$ cat src/rtl/conv_pkg.sv
// Shared constants and types for the 1-D conv accelerator.
// OUTLEN is the length of one output vector (N-M+1).
package conv_pkg;
   localparam int T      = 16;
   localparam int P      = 2;
   localparam int N      = 96;
   localparam int M      = 65;
   localparam int OUTLEN = N - M + 1;

   typedef logic signed [T-1:0] data_t;
endpackage

$ cat src/rtl/conv_y_serializer_if.sv
// Wide result input stream plus narrow y output stream.
// The master modport is the serializer side; slave is producer/consumer side.
interface conv_y_serializer_if;
   import conv_pkg::*;

   logic [P*T-1:0] in_data;
   logic           in_valid;
   logic           in_ready;
   data_t          y_data;
   logic           y_valid;
   logic           y_ready;
   logic           y_last;

   modport master (
      input  in_data, in_valid, y_ready,
      output in_ready, y_data, y_valid, y_last
   );

   modport slave (
      output in_data, in_valid, y_ready,
      input  in_ready, y_data, y_valid, y_last
   );
endinterface

$ cat src/rtl/conv_wide_in_fifo.sv
// Circular buffer taking P entries per write and giving one per read.
// Ready/valid come from registered count only; reset masks both.
module conv_wide_in_fifo
   import conv_pkg::*;
#(
   parameter int DEPTH = 8
) (
   input  logic           clk,
   input  logic           reset,
   input  logic [P*T-1:0] wr_data,
   input  logic           wr_valid,
   output logic           wr_ready,
   output data_t          rd_data,
   output logic           rd_valid,
   input  logic           rd_ready
);
   localparam int AW = $clog2(DEPTH);
   localparam int CW = AW + 1;

   logic [AW-1:0] wr_ptr_q, wr_ptr_d;
   logic [AW-1:0] rd_ptr_q, rd_ptr_d;
   logic [CW-1:0] count_q, count_d;
   data_t         mem_q [DEPTH];
   data_t         mem_d [DEPTH];
   logic          wr_acc;
   logic          rd_acc;

   assign wr_ready = !reset && (count_q <= CW'(DEPTH - P));
   assign rd_valid = !reset && (count_q != '0);
   assign rd_data  = mem_q[rd_ptr_q];

   always_comb begin
      wr_acc   = wr_valid && wr_ready;
      rd_acc   = rd_valid && rd_ready;
      mem_d    = mem_q;
      wr_ptr_d = wr_ptr_q;
      rd_ptr_d = rd_ptr_q;
      if (wr_acc) begin
         // lane p lands at wr_ptr+p; the AW-bit sum wraps naturally
         for (int p = 0; p < P; p++) begin
            mem_d[wr_ptr_q + AW'(p)] = wr_data[p*T +: T];
         end
         wr_ptr_d = wr_ptr_q + AW'(P);
      end
      if (rd_acc) begin
         rd_ptr_d = rd_ptr_q + 1'b1;
      end
      count_d = count_q
              + (wr_acc ? CW'(P) : '0)
              - (rd_acc ? CW'(1) : '0);
   end

   always_ff @(posedge clk) begin
      if (reset) begin
         wr_ptr_q <= '0;
         rd_ptr_q <= '0;
         count_q  <= '0;
      end else begin
         wr_ptr_q <= wr_ptr_d;
         rd_ptr_q <= rd_ptr_d;
         count_q  <= count_d;
      end
   end

   always_ff @(posedge clk) begin
      mem_q <= mem_d;
   end
endmodule

$ cat src/rtl/conv_y_serializer.sv
// y stream transmitter: buffers P-wide results and emits one value per
// handshake, flagging the last element of each OUTLEN-long vector.
module conv_y_serializer
   import conv_pkg::*;
#(
   parameter int DEPTH = 8
) (
   input  logic                clk,
   input  logic                reset,
   conv_y_serializer_if.master bus
);
   localparam int VW = $clog2(OUTLEN);

   logic [VW-1:0] vec_idx_q, vec_idx_d;
   data_t         y_data;
   logic          y_valid;
   logic          in_ready;
   logic          y_acc;
   logic          at_last;

   conv_wide_in_fifo #(
      .DEPTH(DEPTH)
   ) u_fifo (
      .clk      (clk),
      .reset    (reset),
      .wr_data  (bus.in_data),
      .wr_valid (bus.in_valid),
      .wr_ready (in_ready),
      .rd_data  (y_data),
      .rd_valid (y_valid),
      .rd_ready (bus.y_ready)
   );

   always_comb begin
      y_acc     = y_valid && bus.y_ready;
      at_last   = (vec_idx_q == VW'(OUTLEN - 1));
      vec_idx_d = vec_idx_q;
      if (y_acc) begin
         vec_idx_d = at_last ? '0 : vec_idx_q + 1'b1;
      end
   end

   always_ff @(posedge clk) begin
      if (reset) begin
         vec_idx_q <= '0;
      end else begin
         vec_idx_q <= vec_idx_d;
      end
   end

   assign bus.in_ready = in_ready;
   assign bus.y_data   = y_data;
   assign bus.y_valid  = y_valid;
   assign bus.y_last   = y_valid && at_last;
endmodule

$ cat src/flat_wrapper.sv
// flat-port wrapper written by rule: the top's interface ports become plain ports
module conv_y_serializer_flat import conv_pkg::*;
#(
   parameter int DEPTH = 8
)
  (clk, reset, bus_in_data, bus_in_valid, bus_y_ready, bus_in_ready, bus_y_data, bus_y_valid, bus_y_last);
  conv_y_serializer_if bus_i ();
  input  logic clk;
  input  logic reset;
  input wire logic [$bits(bus_i.in_data)-1:0] bus_in_data;
  input wire logic [$bits(bus_i.in_valid)-1:0] bus_in_valid;
  input wire logic [$bits(bus_i.y_ready)-1:0] bus_y_ready;
  output wire logic [$bits(bus_i.in_ready)-1:0] bus_in_ready;
  output wire logic [$bits(bus_i.y_data)-1:0] bus_y_data;
  output wire logic [$bits(bus_i.y_valid)-1:0] bus_y_valid;
  output wire logic [$bits(bus_i.y_last)-1:0] bus_y_last;
  assign bus_i.in_data = bus_in_data;
  assign bus_i.in_valid = bus_in_valid;
  assign bus_i.y_ready = bus_y_ready;
  assign bus_in_ready = bus_i.in_ready;
  assign bus_y_data = bus_i.y_data;
  assign bus_y_valid = bus_i.y_valid;
  assign bus_y_last = bus_i.y_last;
  conv_y_serializer #(.DEPTH(DEPTH)) u_core (.clk(clk), .reset(reset), .bus(bus_i));
endmodule
$ cat config.mk
export PLATFORM = sky130hd
export DESIGN_NAME = conv_y_serializer_flat
export DESIGN_NICKNAME = d
export VERILOG_FILES = /design/src/rtl/conv_pkg.sv /design/src/rtl/conv_y_serializer_if.sv /design/src/rtl/conv_wide_in_fifo.sv /design/src/rtl/conv_y_serializer.sv /design/src/flat_wrapper.sv
export SDC_FILE = /design/constraint.sdc
export NUM_CORES = 1
export LEC_CHECK = 0
export ABC_AREA = 1
export CAP_MARGIN = 20
export CELL_PAD_IN_SITES_DETAIL_PLACEMENT = 0
export CELL_PAD_IN_SITES_GLOBAL_PLACEMENT = 1
export CORE_ASPECT_RATIO = 1.1
export CORE_MARGIN = 8
export CORE_UTILIZATION = 42
export DETAILED_ROUTE_END_ITERATION = 8
export PLACE_DENSITY = 0.79
export SKIP_LAST_GASP = 1
export SLEW_MARGIN = 15
export SYNTH_ARGS = -nofsm -noshare
export SYNTH_HDL_FRONTEND = slang
export SYNTH_SLANG_ARGS = --single-unit
$ cat constraint.sdc
create_clock -name clk -period 3.6 [get_ports clk]
set_clock_uncertainty 0.05 [all_clocks]
set_input_delay 0.54 -clock clk [delete_from_list [all_inputs] [get_ports clk]]
set_output_delay 0.54 -clock clk [all_outputs]
set_load 0.03 [all_outputs]
### Signal wires on met1

Supply wires on this layer in grey.
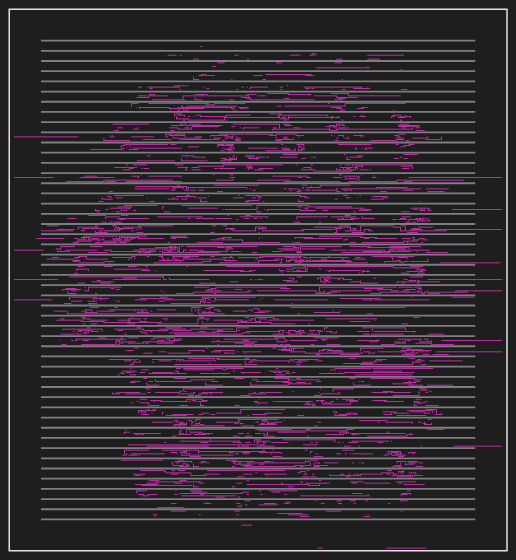
The layer holds 42% of the routed length. 672 nets have wire on it. The layer carries 5860 um of wire.
grt met1 use: 0.164
via count of the routed design: 4333

### Selected gate families

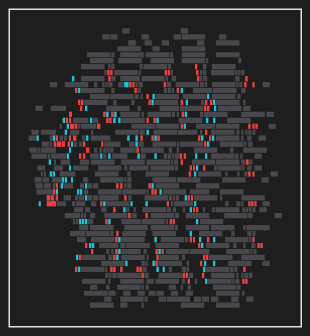
Key: red = NAND gates [cells 136]; cyan = inverters [cells 95]

### Where the registers sit

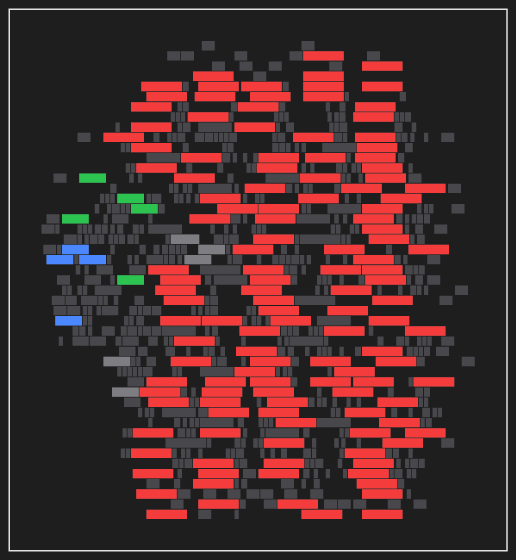
Key: red = u_core.u_fifo.mem_q [placed flops 128]; green = u_core.vec_idx_q [placed flops 5]; blue = u_core.u_fifo.count_q [placed flops 4, where left middle]
Another 5 sequential cells are not coloured.

### Clock nets

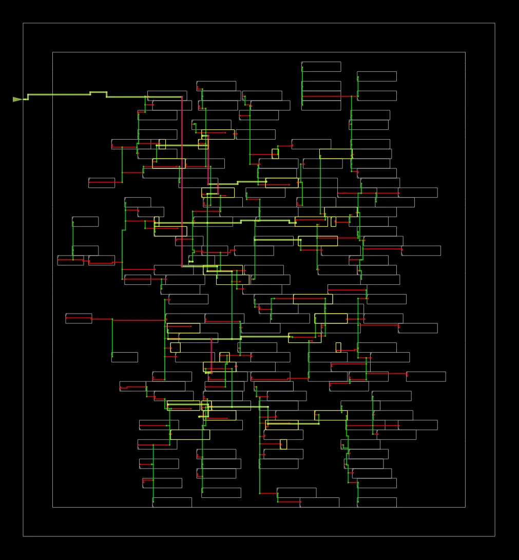
Inserted Clock Buffers: 17
# clk buffers: 18
Latency at later pin: 0.41 ns
clock network power consumption: 1.77 mW

### Power grid

Pins as bars on the die edge.
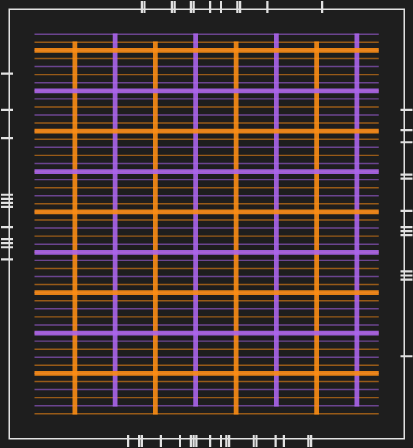
Key: orange = VSS; purple = VDD
8 straps on met4. 48 met1 rails follow the rows. 9 straps on met5. The core has 47 rows. 55 signal pins sit on the boundary.
height of the die: 144 um
Peak supply drop: 290 uV
Die Wd: 133 um

==> design notes <==
In the final report, the number of pins over their slew limit comes to 0. According to the floorplan log, the row count is 47. The total of max-cap violations was 0. Detailed placement finished with a half-perimeter wire length of 8.38 mm. In this run the tools logged warnings totalling 30. Largest fanout of any net on the critical path: 44. The worst hold path begins at u_core.vec_idx_q[4]$_SDFFE_PP0N_.

The tools report the final core utilization as 0.512. The longest incremental delay of any stage on the critical path is reported as 0.69 ns. The critical path contains buffers and inverters numbering 2 combined. After synthesis the netlist holds a flip-flop and latch count of 142. Setup repair after global routing left no endpoint under its margin.

The startpoint identified for the worst register-to-register timing path is u_core.u_fifo.count_q[2]$_SDFF_PP0_. Counting every sink on the clock net gives 142. The synthesis stats list as the most numerous cell sky130_fd_sc_hd__edfxtp_1.

The run gives 611 as the number of cells in the yosys synthesis report. Entering global routing, the biggest net connects 67 pins. With the via count of the first global-routing pass at 4349, the power density normalized to cell area is 624 mW/mm^2. Cell repeated most along the worst path: sky130_fd_sc_hd__nand2_1. H-tree level count: 4. The run gives 0.912 for the period utilization. The number of buffers between clock root and the deepest sink was 2; the total die area was 0.0191 mm^2. The main area contributors are sky130_fd_sc_hd__edfxtp_1 (61%), sky130_fd_sc_hd__nand2_1 (7.5%), sky130_fd_sc_hd__inv_1 (5.3%). The run gives 14.0 mm as the wire length after detailed routing. The flow ran to the end, and the final reports show no timing, DRC or antenna violations. For the data arrival at the endpoint of the critical path, the log shows 2.69 ns.

The run gives 0 for the buffer count from post-CTS setup fixing. The worst setup path is of the reg -> out kind. The worst slew margin relative to its limit was 0.506; the average footprint of a synthesized cell was 10.3 um^2. The run gives 0 as the final tally of hold violations. RePlAce ended its routability-driven mode at a weighted congestion of 0.807. With the leakage power at 3.31 nW, the share of Yosys cell area claimed by the top area cell type is 0.613.

With the number of failing setup endpoints in the final timing report at 0, the synthesized area is 0.00627 mm^2. The script parses the final routing iteration and logs DRC violations as 0. The highest clock rate this design can be run at is 305 MHz. The layout-stage area growth over the synthesis result works out to 20.9%.

The synthesis run shows the most used standard cells to be sky130_fd_sc_hd__edfxtp_1 (128), sky130_fd_sc_hd__nand2_1 (126), sky130_fd_sc_hd__inv_1 (89). Cell at the root of the clock tree: sky130_fd_sc_hd__clkbuf_16. TritonCTS built the clock tree. The register with the most flip-flops in the final layout is u_core.u_fifo.mem_q.

Tracing the worst setup path back leads to its startpoint at u_core.u_fifo.rd_ptr_q[0]$_SDFFE_PP0N_. Instance count of the mapped netlist: 611. The routed design shows a wire length per standard cell of 16.1 um. The worst setup path is captured at a primary output.

Kind of cell with the highest combined delay on the critical path: buffers and inverters. The fraction of final layout cells with drive strength greater than 1 works out to 0.0740. The initial antenna violation count was 0.

For this run, the detailed router reports a per-instance via density of 4.97. At the worst endpoint, the required time is 3.01 ns.
[through the flow]
step           area [um^2]  power [mW]  cells  worst slack [ns]  hold WS [ns]
6_report              7580        4.73    872             0.318         0.437
3_3_place_gp          6980        2.98    841             0.676         0.417
5_1_grt               7580        4.96    872             0.116         0.466
3_5_place_dp          6980        3.00    841             0.613         0.426
4_1_cts               7580        4.77    872             0.307         0.435
2_1_floorplan         6270        2.65    611             0.925         0.397
[cells by family (layout without fill, tap and decap cells)]
family	Yosys count	after routing	synth area share
compound gates	108	108	0.0926
xor+xnor	1	1	0.00140
flops	142	142	0.657
simple gates	219	219	0.135
buf+inv	128	193	0.0868
fa+ha+maj	13	13	0.0271
[where the power goes]
part	internal (mW)	total (mW)	switching (mW)
Combinational	0.365	1.02	0.651
Sequential	1.90	1.94	0.0458
Clock	1.14	1.77	0.629
[worst paths after layout]
check,endpoint,slack (ns),cells after the start
min reg2reg,u_core.vec_idx_q[4]$_SDFFE_PP0N_,0.44,2
max,bus_y_data[13],0.32,6
max reg2reg,u_core.u_fifo.count_q[3]$_SDFF_PP0_,1.20,11
min,u_core.vec_idx_q[4]$_SDFFE_PP0N_,0.44,2
[final cells by class]
type / instances / area (um^2)
Multi-Input combinational cell: 341 / 1610
Timing Repair Buffer: 67 / 638
Tap cell: 196 / 245
Fill cell: 1302 / 7240
Clock buffer: 18 / 429
Sequential cell: 142 / 4130
Inverter: 95 / 359
Clock inverter: 13 / 173
[layer usage]
metal / part of all wire / track usage / vias to the layer above
met1: 0.42 / 0.164 / 2072
met4: 0.0078 / 0.0455 / 0
met5: 0 / 0 / -
li1: - / - / 2125
met3: 0.054 / 0.0358 / 13
met2: 0.52 / 0.280 / 123
No activity file was given, so power comes from the tool's default toggle rates.
